### src/rtl/column_pipe_reg.sv
// rtl/column_pipe_reg.sv - flow-controlled DEPTH-entry column register bank; rotation built under COLUMN_PIPE_REG_ROTATE_EN
module column_pipe_reg #(
   parameter int WIDTH    = 25,
   parameter int NUM_COLS = 5,
   parameter int DEPTH    = 2
) (
   input  logic                         clock,
   input  logic                         reset_n,
   input  logic                         clear,
   input  logic                         in_valid,
   output logic                         in_ready,
   input  logic [NUM_COLS*WIDTH-1:0]    in_data,
   output logic                         out_valid,
   input  logic                         out_ready,
   output logic [NUM_COLS*WIDTH-1:0]    out_data,
   input  logic                         rot_en,
   input  logic                         rot_dir,
   output logic [$clog2(DEPTH+1)-1:0]   occupancy
);

   localparam int TOT = NUM_COLS * WIDTH;
   localparam int PW  = (DEPTH > 1) ? $clog2(DEPTH) : 1;
   localparam int CW  = $clog2(DEPTH + 1);

   logic [TOT-1:0] mem [DEPTH];
   logic [PW-1:0]  rd_ptr, wr_ptr;
   logic [CW-1:0]  count;
   logic           push, pop, rotate;
   logic [TOT-1:0] head, head_rot;

   function automatic logic [PW-1:0] ptr_next(input logic [PW-1:0] p);
      return (p == PW'(DEPTH - 1)) ? '0 : p + PW'(1);
   endfunction

   // Handshake flags come from the registered count only, so no input reaches an output combinationally.
   assign in_ready  = (count != CW'(DEPTH));
   assign out_valid = (count != '0);
   assign occupancy = count;
   assign push      = in_valid && in_ready;
   assign pop       = out_valid && out_ready;
   assign head      = mem[rd_ptr];
   assign out_data  = out_valid ? head : '0;

`ifdef COLUMN_PIPE_REG_ROTATE_EN
   for (genvar k = 0; k < NUM_COLS; k++) begin : g_rot
      assign head_rot[k*WIDTH +: WIDTH] = rot_dir
         ? head[((k + NUM_COLS - 1) % NUM_COLS)*WIDTH +: WIDTH]
         : head[((k + 1) % NUM_COLS)*WIDTH +: WIDTH];
   end
   assign rotate = rot_en && out_valid && !pop && !clear;
`else
   logic unused_rot;
   assign unused_rot = rot_en ^ rot_dir;
   assign rotate     = 1'b0;
   assign head_rot   = head;
`endif

   // A rotate only happens with count in 1..DEPTH-1 or full without push, so head and tail writes never collide.
   always_ff @(posedge clock) begin
      if (!clear) begin
         if (push)
            mem[wr_ptr] <= in_data;
         if (rotate)
            mem[rd_ptr] <= head_rot;
      end
   end

   always_ff @(posedge clock or negedge reset_n) begin
      if (!reset_n) begin
         rd_ptr <= '0;
         wr_ptr <= '0;
         count  <= '0;
      end else if (clear) begin
         rd_ptr <= '0;
         wr_ptr <= '0;
         count  <= '0;
      end else begin
         if (push)
            wr_ptr <= ptr_next(wr_ptr);
         if (pop)
            rd_ptr <= ptr_next(rd_ptr);
         if (push && !pop)
            count <= count + CW'(1);
         else if (pop && !push)
            count <= count - CW'(1);
      end
   end

endmodule

### config.mk
export PLATFORM = sky130hd
export DESIGN_NAME = column_pipe_reg
export DESIGN_NICKNAME = d
export VERILOG_FILES = /design/src/rtl/column_pipe_reg.sv
export SDC_FILE = /design/constraint.sdc
export NUM_CORES = 1
export LEC_CHECK = 0
export ABC_AREA = 1
export CORE_MARGIN = 2
export CORE_UTILIZATION = 40
export CTS_CLUSTER_DIAMETER = 30
export DETAILED_ROUTE_END_ITERATION = 8
export GPL_TIMING_DRIVEN = 0
export PLACE_DENSITY = 0.68
export SLEW_MARGIN = 20
export SYNTH_ARGS = -nofsm -noshare
export SYNTH_HDL_FRONTEND = slang
export SYNTH_SLANG_ARGS = --single-unit
### constraint.sdc
create_clock -name clock -period 7.9 [get_ports clock]
set_clock_uncertainty 0.1 [all_clocks]
set_input_delay 1.185 -clock clock [delete_from_list [all_inputs] [get_ports clock]]
set_output_delay 1.185 -clock clock [all_outputs]
set_load 0.01 [all_outputs]
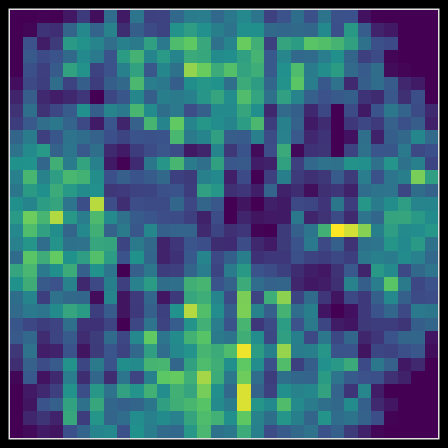
**Above:** routed metal per tile.
The die is cut into 32 by 32 equal tiles; dark purple is low, yellow is high, scaled to the fullest tile. Values are wire area over tile area, all layers added.
- fullest tile: 0.47
- nearly empty tiles: 6.6%
- tiles over half the peak: 20%
- mean over tiles: 0.16
Vias: 6558
total wire length: 24000 microns

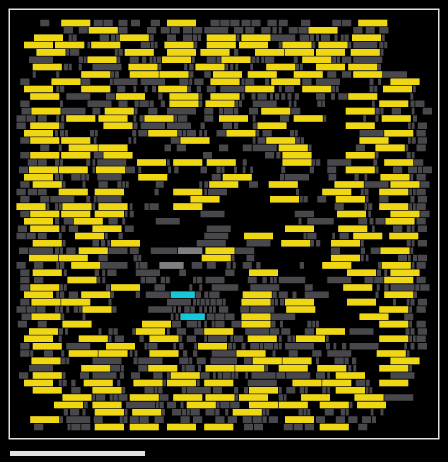
**Above:** register map, names as in the netlist.
The bar under the picture is 50 microns long.
- yellow: `mem` (flops 250; where widely spread)
- cyan: `occupancy` (flops 2)
final core area utilization: 62.4%
FF+latch area: 7610 sq um
Seq. pwr: 1.60 mW
sequential cell area share: 51.9%

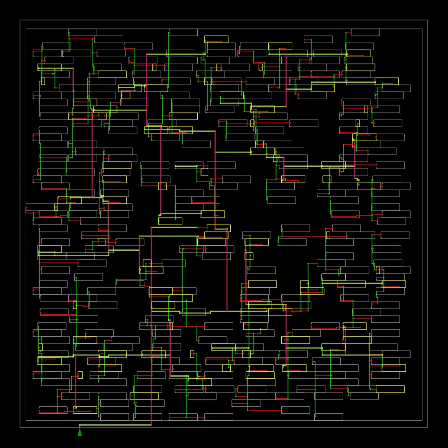
**Above:** clock routing.
Num Clock Sinks: 254
clk latency late pin: 0.53 ns
CTS buffer count: 50

==> reports/results.ini <==
[yosys]
synthesis.area_sq_um = 9550
synth_top_flop_cell = edfxtp_1
yosys.stat.seqShare_pct = 79.7
synth-edff-count = 250
synth_flops = 254
mux_area_share_pct = 0
synth.cellmix.simpleShare_pct = 11.0
common_cells = 261 x nand2_1, 250 x edfxtp_1, 126 x a21oi_1
top_area_share_pct = 78.6
ys_sh_aoi_pct = 6.82
syn_area_per_cell_sq_um = 13.6

[final_timing]
hold-worst-slack_ns = 0.478
drv_slew = 0
rsz0062_at_grt = false
finalWorstSetupSlack_ns = 4.05
period_needed_ns = 3.85
setup_viol = 0
fmax_mhz = 260
finalClockPeriodUsage_pct = 48.7

[final_layout]
diodes = 3
buffer_area_share_pct = 21.0
multi_input_comb_cells = 404
signal_buffers = 310
lay_top_count = nand2_1
layout_top_cells = 261 x nand2_1, 258 x clkdlybuf4s50_1, 250 x edfxtp_1
drive_gt1_share_pct = 12.6
seq_cell_count = 254
sh_comb_area_pct = 11.7

[routing]
ant_nets = 0
drtPass1Iterations = 4
routedWlPerCell_microns = 17.3
drt_iter0_markers = 340
viasPerCell = 4.72

[floorplan]
fp.dieH_microns = 158
n_tap_cell = 319
io_pins = 261
fp_util_pct = 40.7
num_rows = 56

[clock_tree]
postCtsHoldBufs = 0
clk_pin_slew_worst_paths_ns = 0.05
cts_root_buffer = clkbuf_16
cts_setup_buffers = 0
cts_tree = built

[placement]
gp_congestion = 0.751
io_buffers = 258
place_ws_ns = 4.47

[global_route]
grt_max_degree = 26
grt_overflow = 0

[worst_setup_path]
crit_family = buffers and inverters
arrival_ns = 2.56
r2r_slack_ns = 5.64
cpPeakStageDelay_ns = 0.58
cp_num_cells = 7
worstReg2RegEnd = mem[1][56]$_DFFE_PP_
crit_start = rd_ptr$_DFFE_PN0P_
crit_path_end_kind = output port

[hold_path]
min_to = wr_ptr$_DFFE_PN0P_

[power]
power_density_nw_per_um2 = 328
leakagePower_nw = 5.26
clkPwrFrac_pct = 46.7
ir_drop_uv = 178
pg_comb_mw = 0.968
power.internal_mw = 3.60
power_frac_seq_pct = 33.2

[outcome]
status = finished clean

[flow_run]
warnings = 28

sequential cells by signal (all words and copies together) (netlist names):
signal     cells
wr_ptr         1
occupancy      2
mem          250
rd_ptr         1
stage by stage:
stage | instance area, sq um | std cells | setup TNS [ns] | total power [mW]
floorplan | 9550 | 704 | 0 | 2.04
CTS | 14600 | 1385 | 0 | 4.86
finish | 14600 | 1388 | 0 | 4.81
detailed placement | 12800 | 1293 | 0 | 2.60
global route | 14600 | 1388 | 0 | 5.01
global placement | 12500 | 1281 | -811.20 | 2.59
per-layer routing:
layer / routed length [microns] / GRT usage, % / share of wire (%)
met2: 12100 / 32.4 / 51
met5: 13 / 0 / 0.054
met1: 9510 / 22.4 / 40
met3: 1660 / 5.66 / 6.9
met4: 686 / 7.59 / 2.9
Power is estimated from default activity; no workload was simulated.
